<file path="config.mk">
export PLATFORM = sky130hd
export DESIGN_NAME = rle_enc_param
export DESIGN_NICKNAME = d
export VERILOG_FILES = /design/src/rtl/rle_enc_param.sv
export SDC_FILE = /design/constraint.sdc
export NUM_CORES = 1
export LEC_CHECK = 0
export ABC_AREA = 0
export CAP_MARGIN = 20
export CORE_UTILIZATION = 56
export CTS_CLUSTER_SIZE = 25
export DETAILED_ROUTE_END_ITERATION = 12
export PLACE_DENSITY_LB_ADDON = 0.3
export SLEW_MARGIN = 0
export SYNTH_ARGS = -nofsm -noshare
export SYNTH_HDL_FRONTEND = slang
export SYNTH_SLANG_ARGS = --single-unit
</file>
<file path="constraint.sdc">
create_clock -name clk -period 2.75 [get_ports clk]
set_clock_uncertainty 0.05 [all_clocks]
set_input_delay 0.6875 -clock clk [delete_from_list [all_inputs] [get_ports clk]]
set_output_delay 0.6875 -clock clk [all_outputs]
set_load 0.02 [all_outputs]
</file>
<file path="src/rtl/rle_enc_param.sv">
// Parametrised bit-serial run-length encoder: scans IN_W-bit words one bit per cycle and writes {bit, run} words.
// Optional run_total output counter is enabled by defining RLE_ENC_RUNCNT_EN.
`timescale 1ns/1ps

module rle_enc_param #(
    parameter int IN_W      = 8,
    parameter int CNT_W     = 23,
    parameter bit MSB_FIRST = 1'b0
) (
    input  logic              clk,
    input  logic              rst,
    input  logic              recv_ready,
    input  logic              send_ready,
    input  logic              end_of_stream,
    input  logic [IN_W-1:0]   in_data,
    output logic              rd_req,
    output logic              wr_req,
    output logic [CNT_W:0]    out_data,
    output logic              done
`ifdef RLE_ENC_RUNCNT_EN
    ,
    output logic [31:0]       run_total
`endif
);

    localparam int IDX_W = $clog2(IN_W + 1);
    localparam logic [CNT_W-1:0] CNT_ZERO = {CNT_W{1'b0}};
    localparam logic [CNT_W-1:0] CNT_ONE  = CNT_W'(1'b1);
    localparam logic [CNT_W-1:0] CNT_MAX  = {CNT_W{1'b1}};
    localparam logic [IDX_W-1:0] IDX_ZERO = {IDX_W{1'b0}};
    localparam logic [IDX_W-1:0] IDX_ONE  = IDX_W'(1'b1);
    localparam logic [IDX_W-1:0] IDX_LAST = IDX_W'(IN_W - 1);
    localparam logic [IDX_W-1:0] IDX_END  = IDX_W'(IN_W);

    typedef enum logic [2:0] {
        ST_REQ       = 3'd0,
        ST_WAIT      = 3'd1,
        ST_LOAD      = 3'd2,
        ST_SCAN      = 3'd3,
        ST_EMIT      = 3'd4,
        ST_EMIT_WAIT = 3'd5,
        ST_FLUSHED   = 3'd6
    } state_t;

    state_t            state_r, state_s;
    logic [IN_W-1:0]   shbuf_r, shbuf_s;
    logic [IDX_W-1:0]  idx_r, idx_s;
    logic [CNT_W-1:0]  cnt_r, cnt_s;
    logic              val_r, val_s;
    logic              final_r, final_s;
    logic [CNT_W:0]    out_reg_r, out_reg_s;
    logic              rd_req_r, rd_req_s;
    logic              wr_req_r, wr_req_s;
    logic              done_r, done_s;
    logic              bit_s;
    logic              emit_s;

    function automatic logic scan_bit(input logic [IN_W-1:0] buf_v);
        return MSB_FIRST ? buf_v[IN_W-1] : buf_v[0];
    endfunction

    // Consumed bit leaves from the scanned end; zeros fill the far end.
    function automatic logic [IN_W-1:0] shift_out(input logic [IN_W-1:0] buf_v);
        return MSB_FIRST ? {buf_v[IN_W-2:0], 1'b0} : {1'b0, buf_v[IN_W-1:1]};
    endfunction

    // Next-state and next-register computation for the scan/emit sequencer.
    always_comb begin
        state_s   = state_r;
        shbuf_s   = shbuf_r;
        idx_s     = idx_r;
        cnt_s     = cnt_r;
        val_s     = val_r;
        final_s   = final_r;
        out_reg_s = out_reg_r;
        rd_req_s  = 1'b0;
        wr_req_s  = 1'b0;
        done_s    = 1'b0;
        emit_s    = 1'b0;
        bit_s     = scan_bit(shbuf_r);

        case (state_r)
            ST_REQ: begin
                if (recv_ready) begin
                    rd_req_s = 1'b1;
                    state_s  = ST_WAIT;
                end else if (end_of_stream && (cnt_r != CNT_ZERO)) begin
                    out_reg_s = {val_r, cnt_r};
                    cnt_s     = CNT_ZERO;
                    final_s   = 1'b1;
                    state_s   = ST_EMIT;
                end else begin
                    state_s = ST_REQ;
                end
            end
            ST_WAIT: begin
                state_s = ST_LOAD;
            end
            ST_LOAD: begin
                shbuf_s = in_data;
                idx_s   = IDX_ZERO;
                state_s = ST_SCAN;
            end
            ST_SCAN: begin
                shbuf_s = shift_out(shbuf_r);
                idx_s   = idx_r + IDX_ONE;
                if (cnt_r == CNT_ZERO) begin
                    val_s = bit_s;
                    cnt_s = CNT_ONE;
                end else if (bit_s == val_r) begin
                    if (cnt_r != CNT_MAX) begin
                        cnt_s = cnt_r + CNT_ONE;
                    end else begin
                        // Saturated: close this word, same-valued run continues at 1.
                        out_reg_s = {val_r, cnt_r};
                        cnt_s     = CNT_ONE;
                        emit_s    = 1'b1;
                    end
                end else begin
                    out_reg_s = {val_r, cnt_r};
                    val_s     = bit_s;
                    cnt_s     = CNT_ONE;
                    emit_s    = 1'b1;
                end

                if (emit_s) begin
                    state_s = ST_EMIT;
                end else if (idx_r == IDX_LAST) begin
                    state_s = ST_REQ;
                end else begin
                    state_s = ST_SCAN;
                end
            end
            ST_EMIT: begin
                if (send_ready) begin
                    wr_req_s = 1'b1;
                    state_s  = ST_EMIT_WAIT;
                end else begin
                    state_s = ST_EMIT;
                end
            end
            ST_EMIT_WAIT: begin
                if (final_r) begin
                    state_s = ST_FLUSHED;
                end else if (idx_r == IDX_END) begin
                    state_s = ST_REQ;
                end else begin
                    state_s = ST_SCAN;
                end
            end
            ST_FLUSHED: begin
                done_s  = 1'b1;
                val_s   = 1'b0;
                cnt_s   = CNT_ZERO;
                final_s = 1'b0;
                state_s = ST_REQ;
            end
            default: begin
                state_s = ST_REQ;
            end
        endcase
    end

    // State and datapath registers; outputs come straight from flops.
    always_ff @(posedge clk or negedge rst) begin
        if (!rst) begin
            state_r   <= ST_REQ;
            shbuf_r   <= {IN_W{1'b0}};
            idx_r     <= IDX_ZERO;
            cnt_r     <= CNT_ZERO;
            val_r     <= 1'b0;
            final_r   <= 1'b0;
            out_reg_r <= {(CNT_W+1){1'b0}};
            rd_req_r  <= 1'b0;
            wr_req_r  <= 1'b0;
            done_r    <= 1'b0;
        end else begin
            state_r   <= state_s;
            shbuf_r   <= shbuf_s;
            idx_r     <= idx_s;
            cnt_r     <= cnt_s;
            val_r     <= val_s;
            final_r   <= final_s;
            out_reg_r <= out_reg_s;
            rd_req_r  <= rd_req_s;
            wr_req_r  <= wr_req_s;
            done_r    <= done_s;
        end
    end

    assign rd_req   = rd_req_r;
    assign wr_req   = wr_req_r;
    assign out_data = out_reg_r;
    assign done     = done_r;

`ifdef RLE_ENC_RUNCNT_EN
    logic [31:0] run_total_r;

    // Counts written words per stream; cleared the cycle after done.
    always_ff @(posedge clk or negedge rst) begin
        if (!rst) begin
            run_total_r <= 32'd0;
        end else if (done_r) begin
            run_total_r <= 32'd0;
        end else if (wr_req_r && (run_total_r != 32'hFFFF_FFFF)) begin
            run_total_r <= run_total_r + 32'd1;
        end else begin
            run_total_r <= run_total_r;
        end
    end

    assign run_total = run_total_r;
`endif

endmodule
</file>
==> impl_metrics.ini, run 1 <==
; flow metrics
[placement]
dp_cells = 427
hpwl_um = 5143
gp_congestion = 0.9143
dpl_worst_slack_ps = 282.0
dpl_cell_area_um2 = 3968
numPortBuffers = 39

[yosys]
netlist_area_um2 = 3543
yosys_area_um2 = 3543
fp_nets = 343
synthArstFlopShare_pct = 100.0
ys.flop_type = dfrtp_1
ys.flops = 67
yosys.area.top_type_share_pct = 47.32
synthAdderAreaFrac_pct = 1.412
postSynthAreaPerCell_um2 = 10.87
synth-xor-area-share_pct = 0.4944
ys.warnings.count = 0
ys_seq_share_pct = 47.32
top_cells_by_area = dfrtp_1 47%, mux2_4 8.1%, nand2_1 3.7%
synthCells = 326
top_cells_by_count = 67 x dfrtp_1, 35 x nand2_1, 21 x nand3_1, 19 x mux2_4, 15 x o21ai_0

[power]
p_clk_mw = 0.847
ir_drop_mv = 0.5054
intPower_mw = 2.411
pwr-share-comb_pct = 43.7
power_leader = combinational cells
p_clk_share_pct = 21.2
swShare_pct = 39.69

[finish]
comb_share_pct = 39.84
stdcell_area_um2 = 4174
ff_count = 67
nClkBuffers = 15
lay_top_cells = 67 x dfrtp_1, 38 x clkdlybuf4s50_1, 35 x nand2_1, 21 x nand3_1, 19 x mux2_4
finalCoreUtilization_pct = 69.27
seq_area_um2 = 1677
comb_area_um2 = 1663
seq-cell-share_pct = 40.17
layout_top_cell = dfrtp_1
buffers = 50
nMultiInputCombCells = 224
nets = 380

[sta]
setup-violations-final = 0
hold_violations = 0
timing.hold.ws_ps = 312.6
tightest_slew_ps = 675.2
rsz0062_at_grt = false

[floorplanning]
die_width_um = 81.55
rows = 28
core-area_um2 = 6026

[setup_path]
crit_arrival_ps = 2530
crit_buf_inv = 1
cp-start-kind = flip-flop
cp_slowest_stage_delay_ps = 430
slowest_stage = dfrtp_1
rr_startpoint = cnt_r[0]
r2r_slack_ps = 380
crit_cells = 7
cp_cell_sequence = inv_1 > ha_1 > nor4b_1 > nand4_1 > o21a_1 > and2_1 > a221o_1

[drt]
num_vias = 2715
dr.pass1.iters = 4
detail-route-antenna-nets = 0
met1_length_um = 3668
wl_um = 7584

[grt]
first_global_vias = 2527
grt.overflow.total = 0
grt_pass1_wl_um = 12490

[run_status]
status = complete, no violations

[clock_tree]
cts_resized = 0
cts_setup_buffers = 0
htreeDepth = 3
cts_root_buffer = clkbuf_8
clk_pin_slew_ps = 70
clockBufferDepth = 2

[run]
drv_cap = 0
tool_warnings = 28

[worst_hold_path]
min_path_type = input port to async pin
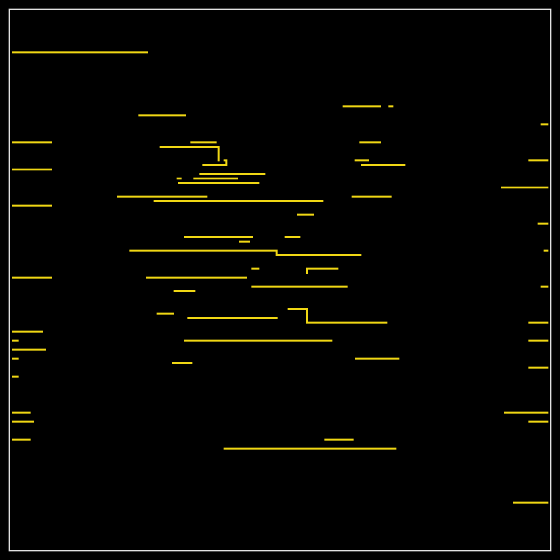
(run_1/layer_met3.png)
share of all routed wire: 5.2%
longest straight run: 25.8 µm

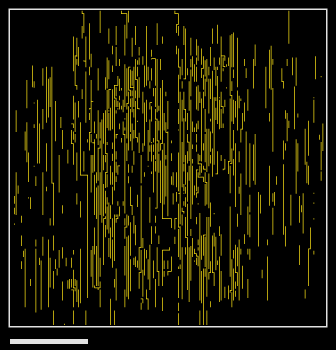
(run_1/layer_met2.png)
Bar = 20 µm.
wire length on this layer: 3410 µm
nets with wire on the layer: 323
share of all routed wire: 45%
longest straight run: 34.0 µm

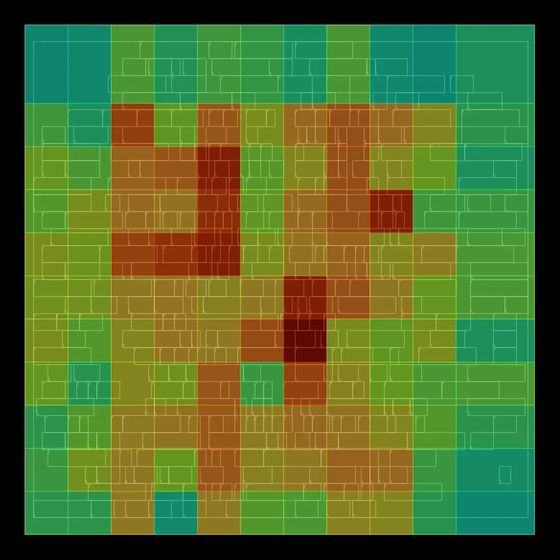
(run_1/congestion.png)
Wirelength per Cell: 17.12 µm
routing usage on met2: 35.83%
met1 track demand over resource: 36.05%
total track usage: 25.04%
most used routing layer: met1

==> run_1/logic_types.png <==
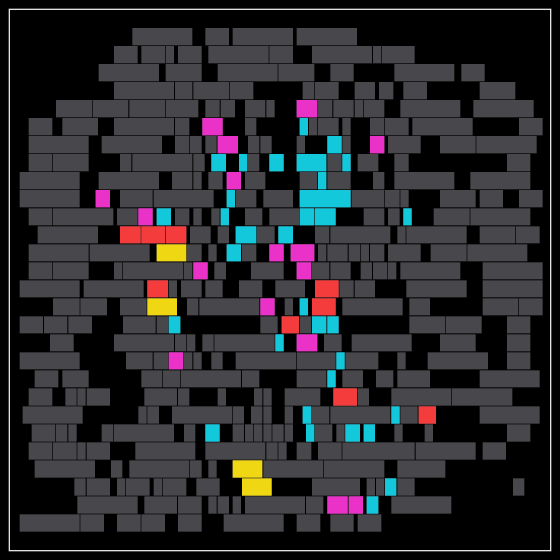

==> run 1 -> run 2 <==
--- a/config.mk
+++ b/config.mk
@@ -7,11 +7,12 @@
 export LEC_CHECK = 0
 export ABC_AREA = 0
 export CAP_MARGIN = 20
+export CORE_ASPECT_RATIO = 0.9
 export CORE_UTILIZATION = 56
 export CTS_CLUSTER_SIZE = 25
 export DETAILED_ROUTE_END_ITERATION = 12
 export PLACE_DENSITY_LB_ADDON = 0.3
-export SLEW_MARGIN = 0
+export SLEW_MARGIN = 5
 export SYNTH_ARGS = -nofsm -noshare
 export SYNTH_HDL_FRONTEND = slang
 export SYNTH_SLANG_ARGS = --single-unit
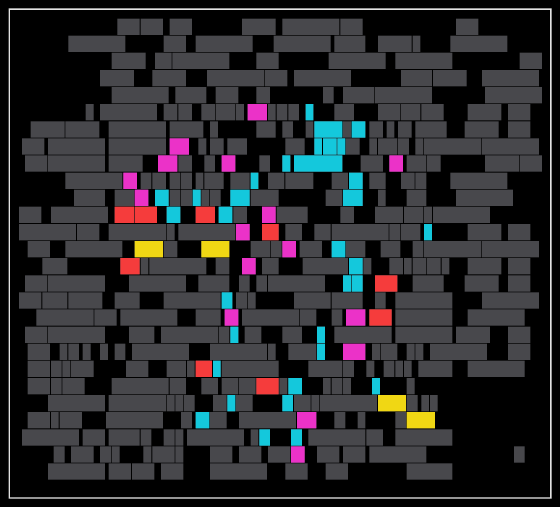
(run_2/logic_types.png)
| colour | family | cells |
|---|---|---|
| magenta | AND and OR gates | 16 |
| yellow | adder and majority cells | 4 |
| cyan | NOR gates | 33 |
| red | AND-OR and OR-AND gates | 9 |
post-layout instance count excluding filler cells: 458
Commonest Layout Cell: dfrtp_1
Comb area share: 39.80%

==> run 2 against run 1 <==
  * Clock power down 14%
  * Critical path depth up 1
  * Routed wire length up 0.98%
  * Die area about the same
  * Final cell count up 3.4%
  * Largest power group unchanged
==> impl_metrics.ini, run 2 <==
; flow metrics
[power]
intPower_mw = 2.304
swShare_pct = 40.83
pwr-share-comb_pct = 45.4
power_leader = combinational cells

[yosys]
top_cells_by_area = dfrtp_1 47%, mux2_4 8.1%, nand2_1 3.7%
postSynthAreaPerCell_um2 = 10.87
synth-xor-area-share_pct = 0.4944
synthArstFlopShare_pct = 100.0
ys_seq_share_pct = 47.32
yosys.area.top_type_share_pct = 47.32
ys.flop_type = dfrtp_1
top_cells_by_count = 67 x dfrtp_1, 35 x nand2_1, 21 x nand3_1, 19 x mux2_4, 15 x o21ai_0
yosys_area_um2 = 3543

[finish]
lay_top_cells = 67 x dfrtp_1, 38 x clkdlybuf4s50_1, 35 x nand2_1, 21 x nand3_1, 19 x mux2_4
seq_area_um2 = 1677
nMultiInputCombCells = 224
comb_area_um2 = 1663

[grt]
met2_usage_pct = 38.00
use_met1_pct = 35.89

[placement]
dpl_cell_area_um2 = 4005
dp_cells = 442
hpwl_um = 5192

[clock_tree]
cts_resized = 0
cts_setup_buffers = 0
clk_pin_slew_ps = 70
htreeDepth = 3
clockBufferDepth = 2

[floorplanning]
rows = 27
die_width_um = 85.85
core-area_um2 = 6115

[setup_path]
cp_slowest_stage_delay_ps = 440
r2r_slack_ps = 420
slowest_stage = dfrtp_1

[drt]
detail-route-antenna-nets = 0
wl_um = 7658
met1_length_um = 3528

[run]
drv_cap = 0

[run_status]
status = complete, no violations
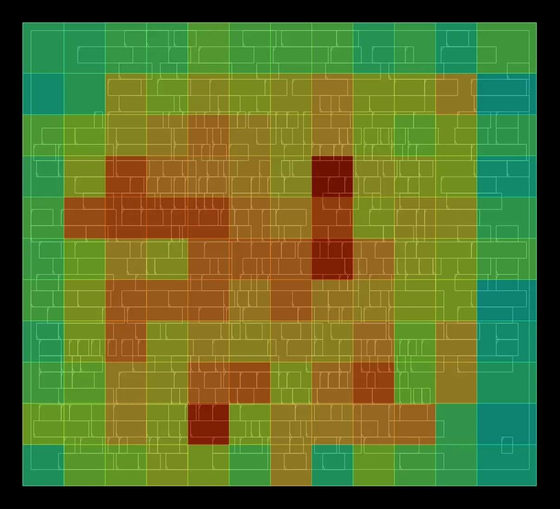
(run_2/congestion.png)
most used routing layer: met2
Wirelength per Cell: 16.72 µm
total track usage: 25.59%
met3 usage: 6.170%
Final Util: 68.32%

==> run_2/flops_by_reg.png <==
Bar = 20 µm. Other sequential cells in the stronger grey, the rest of the logic in the fainter grey.
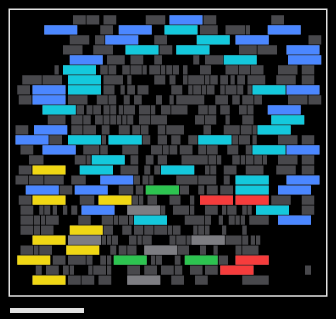

==> run 2 -> run 3 <==
==> constraint.sdc (replaced) <==
create_clock -name clk -period 2.3 [get_ports clk]
set_clock_uncertainty 0.05 [all_clocks]
set_input_delay 0.575 -clock clk [delete_from_list [all_inputs] [get_ports clk]]
set_output_delay 0.575 -clock clk [all_outputs]
set_load 0.02 [all_outputs]
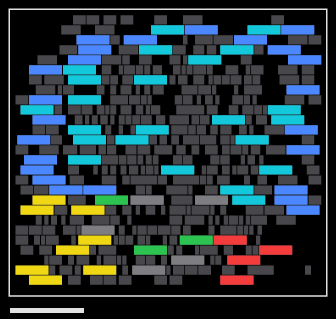
(run_3/flops_by_reg.png)
Bar = 20 µm. Other sequential cells in the stronger grey, the rest of the logic in the fainter grey.
| colour | signal | sequential cells |
|---|---|---|
| yellow | shbuf_r | 8 |
| green | state_r | 3 |
| red | idx_r | 4 |
| blue | out_data | 24 |
| cyan | cnt_r | 23 |
not coloured: 5

==> run 3 against run 2 <==
  * Sequential cell count unchanged
  * First-iteration DRC count up 35%
  * Core utilization up 2.4 points
  * Non-clock buffer count up 15
  * Register-to-register slack worse by 320 ps
  * Fmax up 5.9%
  * Critical endpoint is now cnt_r[22]
==> impl_metrics.ini, run 3 <==
; flow metrics
[run_status]
status = complete, no violations

[yosys]
top_cells_by_area = dfrtp_1 47%, mux2_4 8.1%, nand2_1 3.7%
ys_sh_mux_pct = 13.03
ys.flop_type = dfrtp_1
top_cells_by_count = 67 x dfrtp_1, 35 x nand2_1, 21 x nand3_1, 19 x mux2_4, 15 x o21ai_0
ys_seq_share_pct = 47.32
yosys.area.top_type_share_pct = 47.32
synth-xor-area-share_pct = 0.4944
synthArstFlopShare_pct = 100.0
postSynthAreaPerCell_um2 = 10.87
synthCells = 326
yosys_area_um2 = 3543

[sta]
hold_violations = 0
setup-violations-final = 0

[grt]
grt.overflow.total = 0
grt.total_usage_pct = 26.99
met2_usage_pct = 38.32
grt_max_degree = 27
grt_use_met3_pct = 7.021
use_met1_pct = 38.61
grt.busiest_layer = met1

[finish]
comb_area_um2 = 1677
final-clk-cell-share_pct = 4.139
num-nonclk-inverters = 11
lay_top_cells = 67 x dfrtp_1, 38 x clkdlybuf4s50_1, 35 x nand2_1, 26 x buf_4, 21 x nand3_1
num_antenna_cells = 0
seq_area_um2 = 1677
nMultiInputCombCells = 224
layout_top_cell = dfrtp_1
finalCoreUtilization_pct = 70.70
nClkBuffers = 13
seq-cell-share_pct = 38.78

[run]
drv_cap = 0

[clock_tree]
clk_pin_slew_ps = 70
cts_resized = 0
htreeDepth = 3
tritoncts = built
cts_root_buffer = clkbuf_8
numCtsBuffers = 9
cts_setup_buffers = 0
clockBufferDepth = 2
clkLatencyLatePin_ps = 350

[drt]
wl_per_cell_um = 16.88
met1_length_um = 3766
wl_um = 7967
drc = 0
detail-route-antenna-nets = 0

[floorplanning]
rows = 27
ios = 40
core-area_um2 = 6115
die_width_um = 85.85

[power]
leakage_nw = 1.916
power_leader = combinational cells
sequentialPower_mw = 1.65
powerDensity_nw_per_um2 = 1122
swShare_pct = 40.51
intPower_mw = 2.886
pwr-share-comb_pct = 47.4
seqPwrFrac_pct = 34.1

[setup_path]
rr_endpoint = cnt_r[22]
slowest_stage = a2111oi_0
cp_slowest_stage_delay_ps = 460
r2r_slack_ps = 100
required_ps = 2530

[placement]
dp_cells = 456
dpl_cell_area_um2 = 4123
hpwl_um = 5481
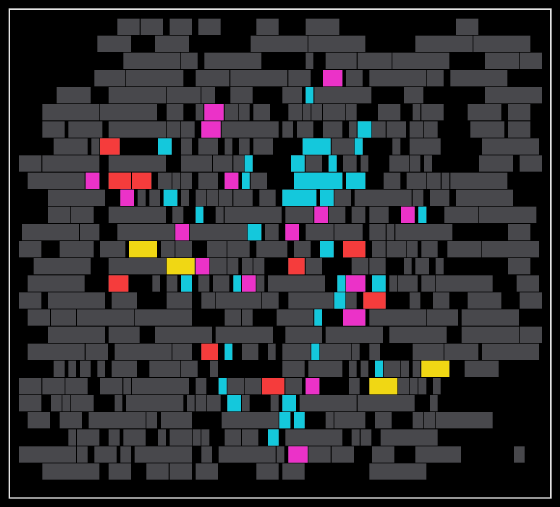
(run_3/logic_types.png)
| colour | family | cells |
|---|---|---|
| yellow | adder and majority cells | 4 |
| cyan | NOR gates | 33 |
| red | AND-OR and OR-AND gates | 9 |
| magenta | AND and OR gates | 16 |
Comb area share: 38.78%
post-layout instance count excluding filler cells: 472

No activity file was given, so power comes from the tool's default toggle rates.
